$ cat src/rtl/imem_pkg.sv
// Shared types and address-map constants for the instruction fetch path.
// Fetch entries pair a PC with its instruction word so decode sees them together.
package imem_pkg;

    localparam logic [31:0] IMEM_BASE  = 32'h0100_0000;
    localparam logic [31:0] IMEM_LIMIT = 32'h0100_07FF;
    localparam logic [31:0] RESET_PC   = 32'h0100_0000;

    typedef struct packed {
        logic [31:0] pc;
        logic [31:0] instr;
    } fetch_entry_t;

    typedef enum logic {
        ST_RUN  = 1'b0,
        ST_HALT = 1'b1
    } fetch_state_e;

    // The last byte of the word is computed in 33 bits so a near-2^32 address cannot wrap into range.
    function automatic logic imem_addr_legal(
        input logic [31:0] addr,
        input logic [31:0] base,
        input logic [31:0] limit
    );
        logic [32:0] last_byte;
        last_byte = {1'b0, addr} + 33'd3;
        return (addr[1:0] == 2'b00) && (addr >= base) && (last_byte <= {1'b0, limit});
    endfunction

endpackage

$ cat src/rtl/fetch_skid_buf.sv
// Two-entry FIFO holding fetched {pc, instr} pairs between the memory response and decode.
// Flush drops all entries; the caller never pushes into a full buffer.
module fetch_skid_buf
    import imem_pkg::*;
(
    input  logic         clk,
    input  logic         rst_n,
    input  logic         i_push,
    input  fetch_entry_t i_push_data,
    input  logic         i_pop,
    input  logic         i_flush,
    output fetch_entry_t o_head,
    output logic [1:0]   o_count
);

    fetch_entry_t r_mem [2];
    logic         r_rd_ptr;
    logic         r_wr_ptr;
    logic [1:0]   r_count;

    always_ff @(posedge clk or negedge rst_n) begin
        if (!rst_n) begin
            r_mem[0] <= '0;
            r_mem[1] <= '0;
            r_rd_ptr <= 1'b0;
            r_wr_ptr <= 1'b0;
            r_count  <= 2'd0;
        end else if (i_flush) begin
            r_rd_ptr <= 1'b0;
            r_wr_ptr <= 1'b0;
            r_count  <= 2'd0;
        end else begin
            if (i_push) begin
                r_mem[r_wr_ptr] <= i_push_data;
                r_wr_ptr        <= ~r_wr_ptr;
            end
            if (i_pop) begin
                r_rd_ptr <= ~r_rd_ptr;
            end
            r_count <= r_count + {1'b0, i_push} - {1'b0, i_pop};
        end
    end

    assign o_head  = r_mem[r_rd_ptr];
    assign o_count = r_count;

endmodule

$ cat src/rtl/instr_fetch_unit.sv
// Instruction fetch initiator: drives the 1-cycle-latency memory address, buffers responses,
// and hands {pc, instr} pairs to decode. Halts with a sticky fault on an illegal fetch address.
module instr_fetch_unit
    import imem_pkg::fetch_entry_t, imem_pkg::fetch_state_e, imem_pkg::ST_RUN,
           imem_pkg::ST_HALT, imem_pkg::imem_addr_legal;
#(
    parameter logic [31:0] RESET_PC   = imem_pkg::RESET_PC,
    parameter logic [31:0] IMEM_BASE  = imem_pkg::IMEM_BASE,
    parameter logic [31:0] IMEM_LIMIT = imem_pkg::IMEM_LIMIT
)(
    input  logic         clk,
    input  logic         rst_n,
    output logic [31:0]  instr_addr,
    input  logic [31:0]  instr,
    input  logic         redirect_valid,
    input  logic [31:0]  redirect_pc,
    output logic         out_valid,
    input  logic         out_ready,
    output logic [31:0]  out_pc,
    output logic [31:0]  out_instr,
    output logic         fault,
    output logic [31:0]  fault_pc,
    output fetch_state_e o_dbg_state,
    output logic [1:0]   o_dbg_count
);

    fetch_state_e r_state;
    fetch_state_e w_state_nxt;
    logic         r_fault;
    logic         w_fault_nxt;
    logic [31:0]  r_fault_pc;
    logic [31:0]  w_fault_pc_nxt;
    logic [31:0]  r_pc;
    logic         r_inflight;
    logic [31:0]  r_inflight_pc;

    logic [31:0]  w_issue_addr;
    logic         w_addr_legal;
    logic         w_issue;
    logic         w_pop;
    logic         w_head_valid;
    logic [2:0]   w_occupancy;
    logic         w_push;
    fetch_entry_t w_push_data;
    fetch_entry_t w_head;
    logic [1:0]   w_count;

    assign w_issue_addr = redirect_valid ? redirect_pc : r_pc;
    assign w_addr_legal = imem_addr_legal(w_issue_addr, IMEM_BASE, IMEM_LIMIT);
    assign instr_addr   = w_issue_addr;

    // Decode handshake: an entry transfers on a cycle where out_valid and out_ready are both 1;
    // out_valid never depends on out_ready, and the head stays stable until it transfers.
    // A redirect cycle suppresses out_valid so nothing older than the redirect is consumed.
    assign w_head_valid = (w_count != 2'd0);
    assign out_valid    = w_head_valid & ~redirect_valid;
    assign w_pop        = out_valid & out_ready;

    // Entries buffered plus the one in flight, after this cycle's pop; a redirect discards both.
    assign w_occupancy = redirect_valid ? 3'd0
                       : ({1'b0, w_count} + {2'b00, r_inflight} - {2'b00, w_pop});
    assign w_issue = (redirect_valid || (r_state == ST_RUN)) && w_addr_legal
                   && (w_occupancy < 3'd2);

    assign w_push      = r_inflight & ~redirect_valid;
    assign w_push_data = '{pc: r_inflight_pc, instr: instr};

    always_ff @(posedge clk or negedge rst_n) begin
        if (!rst_n) begin
            r_state    <= ST_RUN;
            r_fault    <= 1'b0;
            r_fault_pc <= 32'h0;
        end else begin
            r_state    <= w_state_nxt;
            r_fault    <= w_fault_nxt;
            r_fault_pc <= w_fault_pc_nxt;
        end
    end

    always_comb begin
        w_state_nxt    = r_state;
        w_fault_nxt    = r_fault;
        w_fault_pc_nxt = r_fault_pc;
        if (redirect_valid) begin
            if (w_addr_legal) begin
                w_state_nxt = ST_RUN;
                w_fault_nxt = 1'b0;
            end else begin
                w_state_nxt    = ST_HALT;
                w_fault_nxt    = 1'b1;
                w_fault_pc_nxt = redirect_pc;
            end
        end else if ((r_state == ST_RUN) && !w_addr_legal) begin
            w_state_nxt    = ST_HALT;
            w_fault_nxt    = 1'b1;
            w_fault_pc_nxt = r_pc;
        end
    end

    always_ff @(posedge clk or negedge rst_n) begin
        if (!rst_n) begin
            r_pc          <= RESET_PC;
            r_inflight    <= 1'b0;
            r_inflight_pc <= 32'h0;
        end else if (w_issue) begin
            r_inflight    <= 1'b1;
            r_inflight_pc <= w_issue_addr;
            r_pc          <= w_issue_addr + 32'd4;
        end else begin
            r_inflight <= 1'b0;
        end
    end

    fetch_skid_buf u_skid_buf (
        .clk         (clk),
        .rst_n       (rst_n),
        .i_push      (w_push),
        .i_push_data (w_push_data),
        .i_pop       (w_pop),
        .i_flush     (redirect_valid),
        .o_head      (w_head),
        .o_count     (w_count)
    );

    assign out_pc      = w_head_valid ? w_head.pc    : 32'h0;
    assign out_instr   = w_head_valid ? w_head.instr : 32'h0;
    assign fault       = r_fault;
    assign fault_pc    = r_fault_pc;
    assign o_dbg_state = r_state;
    assign o_dbg_count = w_count;

endmodule

$ cat config.mk
export PLATFORM = sky130hd
export DESIGN_NAME = instr_fetch_unit
export DESIGN_NICKNAME = d
export VERILOG_FILES = /design/src/rtl/imem_pkg.sv /design/src/rtl/fetch_skid_buf.sv /design/src/rtl/instr_fetch_unit.sv
export SDC_FILE = /design/constraint.sdc
export NUM_CORES = 1
export LEC_CHECK = 0
export ABC_AREA = 1
export CORE_MARGIN = 2
export CORE_UTILIZATION = 40
export CTS_CLUSTER_DIAMETER = 40
export DETAILED_ROUTE_END_ITERATION = 8
export GPL_TIMING_DRIVEN = 1
export PLACE_DENSITY_LB_ADDON = 0.3
export SYNTH_ARGS = -nofsm -noshare
export SYNTH_HDL_FRONTEND = slang
export SYNTH_SLANG_ARGS = --single-unit
export TNS_END_PERCENT = 10
$ cat constraint.sdc
create_clock -name clk -period 3.7 [get_ports clk]
set_clock_uncertainty 0.1 [all_clocks]
set_input_delay 1.11 -clock clk [delete_from_list [all_inputs] [get_ports clk]]
set_output_delay 1.11 -clock clk [all_outputs]
set_load 0.05 [all_outputs]
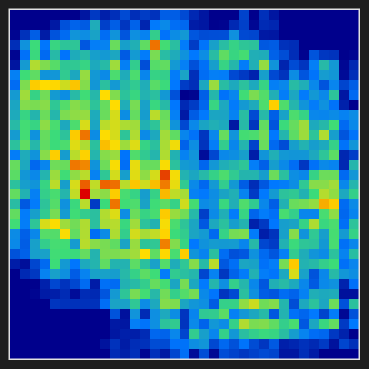
route_heat.png
(2 px per um) The die is cut into 35 by 35 equal tiles; dark blue is low, red is high, scaled to the fullest tile. Values are wire area over tile area, all layers added.
tiles over half the peak	22%
emptiest ninth of the die	bottom left
mean over tiles	0.20
densest ninth of the die	left middle
nearly empty tiles	10%
fullest tile	0.59

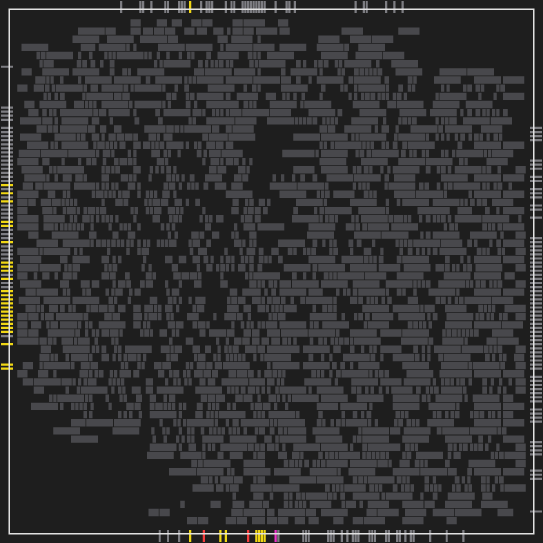
pinout.png
(3 px per um) Pins as bars across the die edge, other pins in grey.
colour	port	pins	direction	edge
red	o_dbg_count	2	output	bottom
magenta	out_valid	1	output	bottom
yellow	redirect_pc	32	input	24 left, 7 bottom, 1 top

==> impl_metrics.env <==
# implementation run metrics
export IMPL_run_status="finished clean"
export IMPL_hold_path_startpoint="r_inflight_pc[13]"
export IMPL_nNonClkBuffers=364
export IMPL_power_per_cell_area_nw_per_um2=415
export IMPL_slew_limit_headroom_pct=47.1
export IMPL_largest_area_cell="sky130_fd_sc_hd__dfrtp_1"
export IMPL_cts_sink_count=228
export IMPL_cts_htree_levels=2
export IMPL_worstPathCellList="buf_2, buf_12, buf_6, nand2_1, o21ai_1, buf_4, inv_1, buf_4, buf_12"
export IMPL_stage_log_warnings=30
export IMPL_top_power_group="clock"
export IMPL_final_fill_count=2459
export IMPL_yosysChipArea_um2=11600
export IMPL_mappedNetlistNets=1648
export IMPL_cts_buffers=36
export IMPL_met2_length_mm=18.0
export IMPL_cts_tree="done"
export IMPL_drt_pass1_iter_count=8
export IMPL_mostFrequentLayoutCell="sky130_fd_sc_hd__nand2_1"
export IMPL_tap_cell_count=384
export IMPL_fp_coreArea_um2=28600
export IMPL_clock_power_mw=3.60
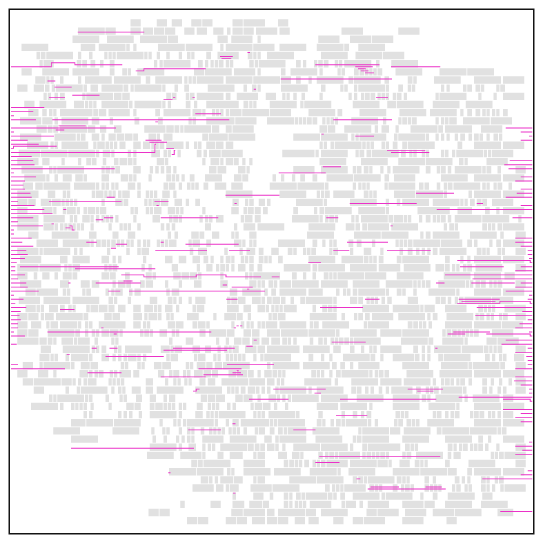
m3.png
(3 px per um) Cells faint in the background.
nets with wire on the layer	194
wire length on this layer	2190 um
longest straight run	58.7 um
main direction	horizontal
share of all routed wire	5.9%

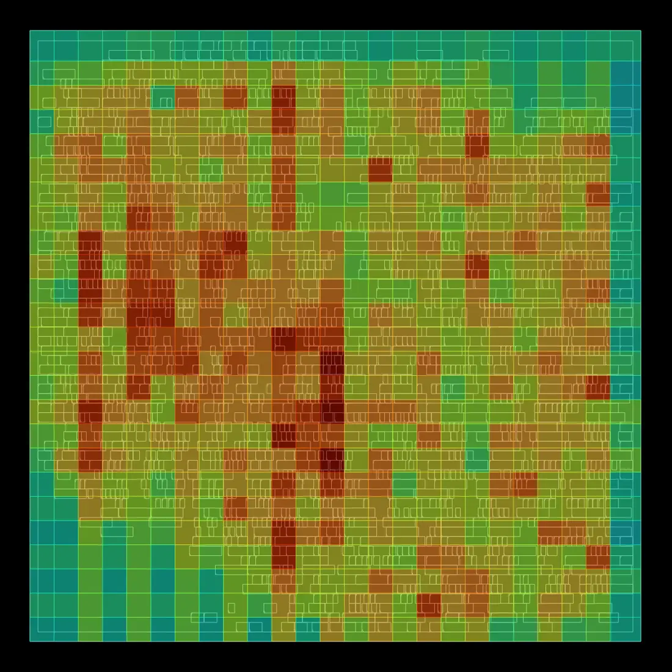
congestion_map.png
aggregate global-route resource usage: 24.1%
post-DR wirelength/cell: 16.0 um
Post-Route Utilization: 61.5%
met2 usage in global routing: 40.9%

worst min-delay path: stages (launching register included):
cell                      delay, ps
sky130_fd_sc_hd__dfrtp_1        340
sky130_fd_sc_hd__nand2_1         50
sky130_fd_sc_hd__nand2_1         40
state kept, by name, summed over array words and instances (netlist names):
signal,count
fault,1
fault_pc,32
r_inflight,1
r_inflight_pc,30
r_pc,32
u_skid_buf.o_count,2
u_skid_buf.r_mem,128
u_skid_buf.r_rd_ptr,1
u_skid_buf.r_wr_ptr,1
cells by family (layout without fill, tap and decap cells):
logic type               Yosys count  count (layout)  share of synthesized area (%)
flip-flops                       228             228                           49.2
XOR/XNOR                          19              19                           1.43
AND-OR/OR-AND                    241             241                           11.0
AND/OR/NAND/NOR                  815             815                           28.1
adder cells (fa/ha/maj)            8               8                          0.927
buffers and inverters            261             609                           9.30
